===== config.mk =====
export PLATFORM = sky130hd
export DESIGN_NAME = xe_prefix_pair_seq
export DESIGN_NICKNAME = d
export VERILOG_FILES = /design/src/rtl/xe_prefix_pair_seq_pkg.sv /design/src/rtl/xe_prefix_pair_seq_pfx_detect.sv /design/src/rtl/xe_prefix_pair_seq.sv
export SDC_FILE = /design/constraint.sdc
export NUM_CORES = 1
export LEC_CHECK = 0
export ABC_AREA = 1
export CORE_MARGIN = 5
export CORE_UTILIZATION = 35
export CTS_CLUSTER_SIZE = 8
export DETAILED_ROUTE_END_ITERATION = 10
export GPL_ROUTABILITY_DRIVEN = 0
export PLACE_DENSITY = 0.68
export SYNTH_ARGS = -nofsm -noshare
export SYNTH_HDL_FRONTEND = slang
export SYNTH_SLANG_ARGS = --single-unit

===== constraint.sdc =====
create_clock -name clock -period 1.7 [get_ports clock]
set_input_delay 0.425 -clock clock [delete_from_list [all_inputs] [get_ports clock]]
set_output_delay 0.425 -clock clock [all_outputs]
set_load 0.02 [all_outputs]

===== src/rtl/xe_prefix_pair_seq_pkg.sv =====
// Shared constants and types for the 8Exx/CExx prefix pair sequencer.
// Prefix byte values and sequencer state encoding.
package xe_prefix_pair_seq_pkg;

    localparam logic [7:0] PFX_8E = 8'h8E;
    localparam logic [7:0] PFX_CE = 8'hCE;

    typedef enum logic {
        XSEQ_IDLE = 1'b0,
        XSEQ_PFX  = 1'b1
    } xseq_state_t;

endpackage


===== src/rtl/xe_prefix_pair_seq_pfx_detect.sv =====
// Combinational prefix classifier for one 16-bit instruction word.
// Shared with the decoder integration.
module xe_pfx_detect
    import xe_prefix_pair_seq_pkg::*;
#(
    parameter int ALLOW_CE = 1
) (
    input  logic [15:0] word,
    output logic        isPfx,
    output logic        isXE,
    output logic        isCE
);

    assign isXE  = (word[15:8] == PFX_8E);
    assign isCE  = (ALLOW_CE != 0) && (word[15:8] == PFX_CE);
    assign isPfx = isXE || isCE;

endmodule


===== src/rtl/xe_prefix_pair_seq.sv =====
// Pairs 8Exx/CExx prefix words with their opcode word and presents
// one registered {opcode, prefix} op per instruction to decode.
module xe_prefix_pair_seq
    import xe_prefix_pair_seq_pkg::*;
#(
    parameter int PCW      = 32,
    parameter int ALLOW_CE = 1
) (
    input  logic           clock,
    input  logic           reset,
    input  logic           iFlush,
    input  logic           iWordValid,
    input  logic [15:0]    iWord,
    input  logic [PCW-1:0] iWordPc,
    output logic           oWordReady,
    output logic           oOpValid,
    input  logic           iOpReady,
    output logic [31:0]    oOpWord,
    output logic [PCW-1:0] oOpPc,
    output logic           oOpXE,
    output logic           oOpCE,
    output logic           oOpFault,
    output logic [7:0]     oFaultCnt
);

    xseq_state_t    state, state_n;
    logic [15:0]    pfx_word, pfx_word_n;
    logic [PCW-1:0] pfx_pc, pfx_pc_n;
    logic           pfx_xe, pfx_xe_n;
    logic           pfx_ce, pfx_ce_n;

    logic           valid_n;
    logic [31:0]    op_word_n;
    logic [PCW-1:0] op_pc_n;
    logic           xe_n, ce_n, fault_n;
    logic           fault_load;

    logic           in_pfx, in_xe, in_ce;
    logic           accept;

    xe_pfx_detect #(.ALLOW_CE(ALLOW_CE)) u_detect (
        .word  (iWord),
        .isPfx (in_pfx),
        .isXE  (in_xe),
        .isCE  (in_ce)
    );

    // Only take a word that can be retired into the slot this cycle.
    assign oWordReady = !iFlush && (!oOpValid || iOpReady);
    assign accept     = iWordValid && oWordReady;

    always_comb begin
        state_n    = state;
        pfx_word_n = pfx_word;
        pfx_pc_n   = pfx_pc;
        pfx_xe_n   = pfx_xe;
        pfx_ce_n   = pfx_ce;
        valid_n    = oOpValid && !iOpReady;
        op_word_n  = oOpWord;
        op_pc_n    = oOpPc;
        xe_n       = oOpXE;
        ce_n       = oOpCE;
        fault_n    = oOpFault;
        fault_load = 1'b0;
        if (iFlush) begin
            state_n = XSEQ_IDLE;
            valid_n = 1'b0;
        end else if (accept) begin
            unique case (state)
                XSEQ_IDLE: begin
                    if (in_pfx) begin
                        pfx_word_n = iWord;
                        pfx_pc_n   = iWordPc;
                        pfx_xe_n   = in_xe;
                        pfx_ce_n   = in_ce;
                        state_n    = XSEQ_PFX;
                    end else begin
                        valid_n   = 1'b1;
                        op_word_n = {iWord, 16'h0};
                        op_pc_n   = iWordPc;
                        xe_n      = 1'b0;
                        ce_n      = 1'b0;
                        fault_n   = 1'b0;
                    end
                end
                XSEQ_PFX: begin
                    valid_n = 1'b1;
                    op_pc_n = pfx_pc;
                    if (in_pfx) begin
                        // Orphaned prefix: emit it as a fault, hold the new one.
                        op_word_n  = {16'h0, pfx_word};
                        xe_n       = 1'b0;
                        ce_n       = 1'b0;
                        fault_n    = 1'b1;
                        fault_load = 1'b1;
                        pfx_word_n = iWord;
                        pfx_pc_n   = iWordPc;
                        pfx_xe_n   = in_xe;
                        pfx_ce_n   = in_ce;
                    end else begin
                        op_word_n = {iWord, pfx_word};
                        xe_n      = pfx_xe;
                        ce_n      = pfx_ce;
                        fault_n   = 1'b0;
                        state_n   = XSEQ_IDLE;
                    end
                end
            endcase
        end
    end

    always_ff @(posedge clock or negedge reset) begin
        if (!reset) begin
            state    <= XSEQ_IDLE;
            pfx_word <= '0;
            pfx_pc   <= '0;
            pfx_xe   <= 1'b0;
            pfx_ce   <= 1'b0;
            oOpValid <= 1'b0;
            oOpWord  <= '0;
            oOpPc    <= '0;
            oOpXE    <= 1'b0;
            oOpCE    <= 1'b0;
            oOpFault <= 1'b0;
        end else begin
            state    <= state_n;
            pfx_word <= pfx_word_n;
            pfx_pc   <= pfx_pc_n;
            pfx_xe   <= pfx_xe_n;
            pfx_ce   <= pfx_ce_n;
            oOpValid <= valid_n;
            oOpWord  <= op_word_n;
            oOpPc    <= op_pc_n;
            oOpXE    <= xe_n;
            oOpCE    <= ce_n;
            oOpFault <= fault_n;
        end
    end

    always_ff @(posedge clock or negedge reset) begin
        if (!reset) begin
            oFaultCnt <= '0;
        end else if (fault_load && oFaultCnt != 8'hFF) begin
            oFaultCnt <= oFaultCnt + 8'd1;
        end
    end

endmodule

==> deck_impl_summary.md, run 1 <==
Key Metrics from the Run

Final timing
  – Final hold vios: 0
  – Sum Neg Setup Slack: 0 ns
  – Relative slew slack: 0.6560

Floorplan
  – Die width: 134.3 µm
  – Row count: approximately 45
  – Fp_density: 0.3560

CTS
  – Root buffer cell: clkbuf_16
  – Reg clk slew, reported paths: roughly 0.050 ns
  – CTS sink count: 127
  – CTS tree: done

Critical path
  – Startpoint types: input port
  – Number of stages on the worst setup path: 11

Detailed routing
  – Met1 wire length: about 6.5 mm
  – Pre-Repair DR Iteration Count: 5
  – Routed wl met2: between 6 and 7 mm

Yosys
  – Simple share: 0.2645
  – Async set-reset flop share out of synthesis: 1.000
  – Syn Std Cell Area: 5411 µm²
  – Area leader, netlist: dfrtp_1

Layout
  – Gate Area: around 1900 µm²
  – Comb_multi_in: roughly 430
  – Final Instance Area: approximately 7800 µm²
  – Biggest regs: oOpPc (32), oOpWord (32), pfx_pc (32)
  – Nets@finish: 855

Status
  – Status: finished clean

Global routing
  – Most used routing layer: met2

Pwr
  – LEAKAGE: approximately 4.2 nW

Placed design
  – Port bufs: ~130
Fig. 1: run 1, congestion heat map
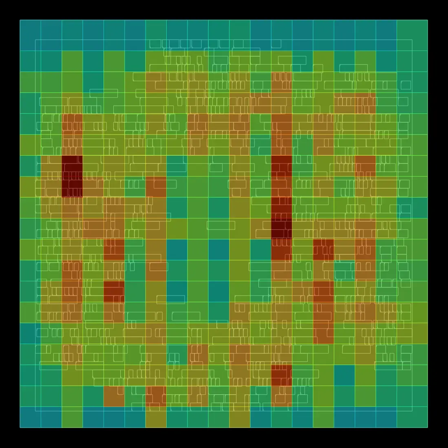
global-route usage over all layers: 0.1605
Final Util: 0.5118
met1 GRT Util: 0.2134
met2 Usage GRT: 0.2553

Fig. 2: run 1, clock distribution
Scale: 4 px per µm.
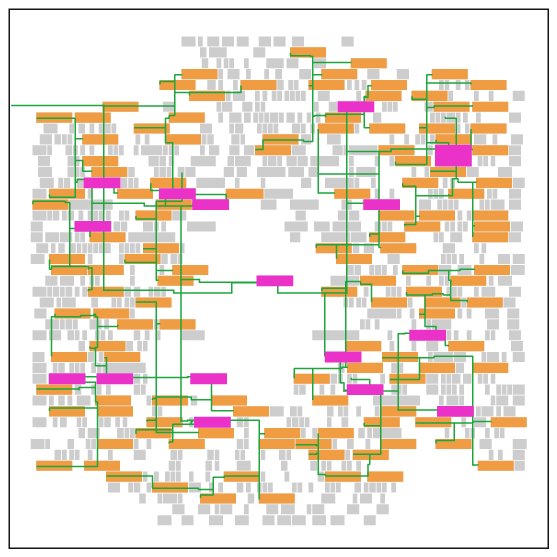
[clock wires] green | length: 1670 µm
[clock-net drivers] magenta | count: 17
[flip-flops] orange | count: 127
routed clock nets	18
clock power share: 0.432
Clock Power: 3.49 mW
Late-Pin Clk Latency: 0.41 ns
clock skew: 0.005264 ns

Fig. 3: run 1, sequential cells grouped by signal name
Scale: 4 px per µm. Other sequential cells in the stronger gray, the rest of the logic in the fainter gray.
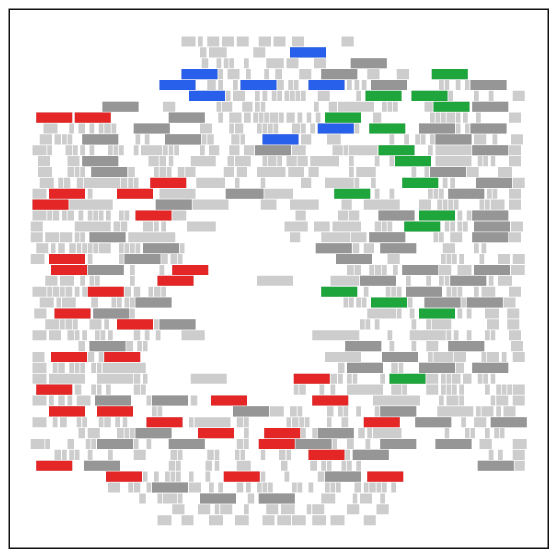
signal	color	sequential cells
pfx_word	green	16
pfx_pc	red	32
oFaultCnt	blue	8
not colored	71
Sequential cell area: 3179 µm²
Seq/total area: 0.4087
power of the sequential group: 3.42 mW

==> run 2, diff against run 1 <==
MAX_ROUTING_LAYER = met4   (was not set)
==> deck_impl_summary.md, run 2 <==
Key Metrics from the Run

Status
  – Status: finished clean

CTS
  – CTS sink count: 127 (unchanged)
  – Root buffer cell: clkbuf_16
  – Reg clk slew, reported paths: 0.05 ns (about the same)
  – Late-Pin Clk Latency: 0.41 ns (about the same)
  – CTS tree: done

Pwr
  – Clock Power: 3.49 mW (about the same)
  – Power of the sequential group: 3.42 mW (about the same)
  – Clock power share: 0.432 (about the same)
  – LEAKAGE: 4.238 nW (unchanged)

Layout
  – Gate Area: 1899 µm² (unchanged)
  – Sequential cell area: 3179 µm² (unchanged)
  – Seq/total area: 0.4087 (unchanged)
  – Nets@finish: 855 (unchanged)

Global routing
  – Global-route usage over all layers: 0.1656 (+0.005154)
  – Most used routing layer: met2
  – Met1 GRT Util: 0.2154 (+0.001921)

Detailed routing
  – Met1 wire length: 6.400 mm (-1.4%)
  – Routed wl met2: 6.380 mm (-0.53%)
  – Pre-Repair DR Iteration Count: 5 (unchanged)

Yosys
  – Syn Std Cell Area: 5411 µm² (unchanged)
  – Simple share: 0.2645 (unchanged)
  – Area leader, netlist: dfrtp_1

Final timing
  – Sum Neg Setup Slack: 0 ns (unchanged)
  – Relative slew slack: 0.6539 (-0.002075)
  – Final hold vios: 0 (unchanged)

Critical path
  – Startpoint types: input port

Placed design
  – Port bufs: 129 (unchanged)
Fig. 4: run 2, cell classes on the final placement
Scale: 4 px per µm. Fill, decap, tap and diode cells in gray.
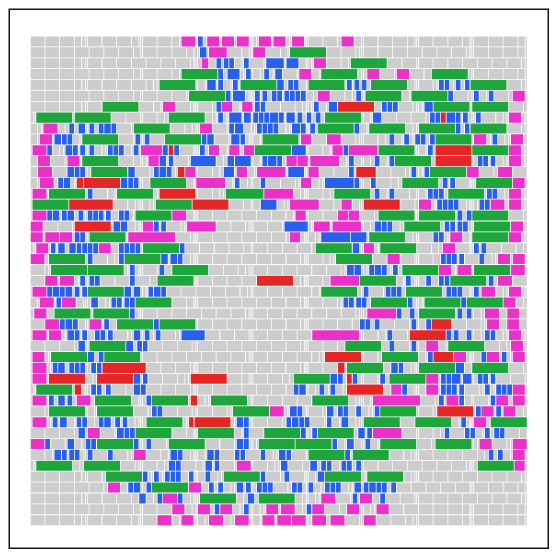
class	color	cells
clock drivers and dummy loads	red	31
remaining buffers and delay cells	magenta	168
registers	green	127
remaining logic cells	blue	487
row count: 45
CORE AREA: 15200 µm²
Final Instance Area: 7780 µm²

Fig. 5: run 2, clock distribution
Scale: 4 px per µm.
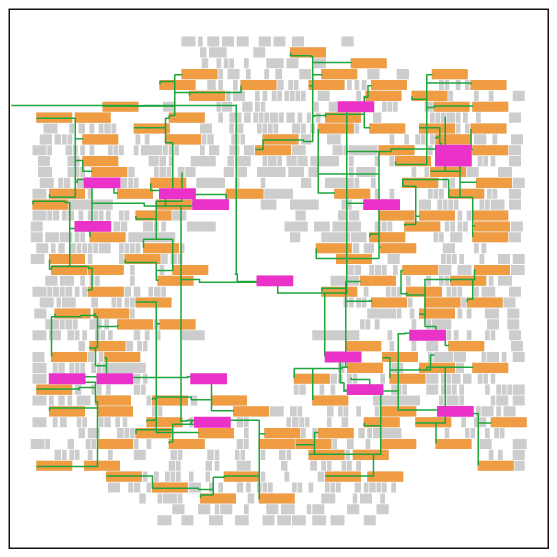
[clock wires] green | length: 1670 µm
[flip-flops] orange | count: 127
[clock-net drivers] magenta | count: 17
routed clock nets	18
clock skew: 0.005482 ns

==> run 3, diff against run 2 <==
CELL_PAD_IN_SITES_DETAIL_PLACEMENT = 0   (was not set)
CELL_PAD_IN_SITES_GLOBAL_PLACEMENT = 1   (was not set)
PLACE_DENSITY = 0.85   (was 0.68)
==> deck_impl_summary.md, run 3 <==
Key Metrics from the Run

Status
  – Status: finished clean

Pwr
  – Power of the sequential group: 3.41 mW (about the same)
  – Pwr/cell area: 1069 nW/µm²
  – LEAKAGE: 4.154 nW (-2.0%)

Layout
  – Comb area share: 0.2433
  – Seq/total area: 0.4130 (+0.004384)
  – Commonest Layout Cell: nand2_1
  – Final Instance Area: 7697 µm² (-1.1%)
  – Sequential cell area: 3179 µm² (unchanged)
  – Gate Area: 1873 µm² (-1.4%)
  – Nets@finish: 853 (-0.23%)
  – Comb_multi_in: 432

CTS
  – Root buffer cell: clkbuf_16
  – CTS sink count: 127 (unchanged)

Detailed routing
  – Pre-Repair DR Iteration Count: 5 (unchanged)
  – Routed wl met2: 5.981 mm (-6.3%)
  – Met1 wire length: 6.276 mm (-1.9%)

Floorplan
  – CORE AREA: 15200 µm² (unchanged)
  – Die Size: 18050 µm²
  – Row count: 45 (unchanged)

Global routing
  – Global-route usage over all layers: 0.1566 (-0.008980)

Final timing
  – Relative slew slack: 0.7280 (+0.07409)
  – Sum Neg Setup Slack: 0 ns (unchanged)
  – Final hold vios: 0 (unchanged)

Placed design
  – Port bufs: 129 (unchanged)

Yosys
  – # Cells Yosys: around 640
  – Syn Std Cell Area: 5411 µm² (unchanged)
  – Area leader, netlist: dfrtp_1
  – Simple share: 0.2645 (unchanged)

Critical path
  – Startpoint types: input port
Fig. 6: run 3, congestion heat map
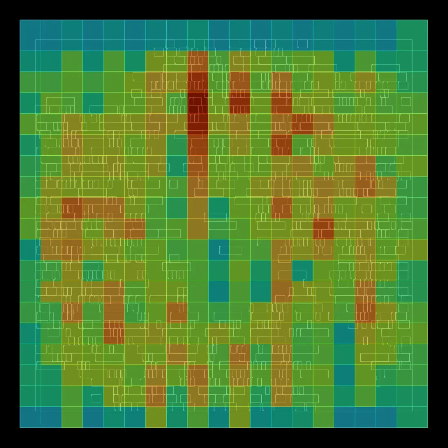
GRT met3 Usage: 0.05701
Final Util: 0.5063
met2 Usage GRT: 0.2310
most used routing layer: met2
met1 GRT Util: 0.2045

Fig. 7: run 3, clock distribution
Scale: 4 px per µm.
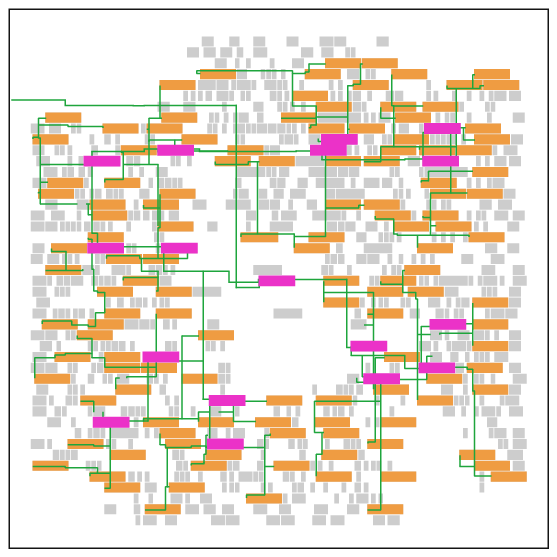
[flip-flops] orange | count: 127
[clock-net drivers] magenta | count: 17
[clock wires] green | length: 1720 µm
flops lie	spread over the die
routed clock nets	18
clock power share: 0.447
Clock Power: 3.68 mW
Late-Pin Clk Latency: 0.42 ns
clock skew: 0.01109 ns

Power and IR drop assume default switching activity.
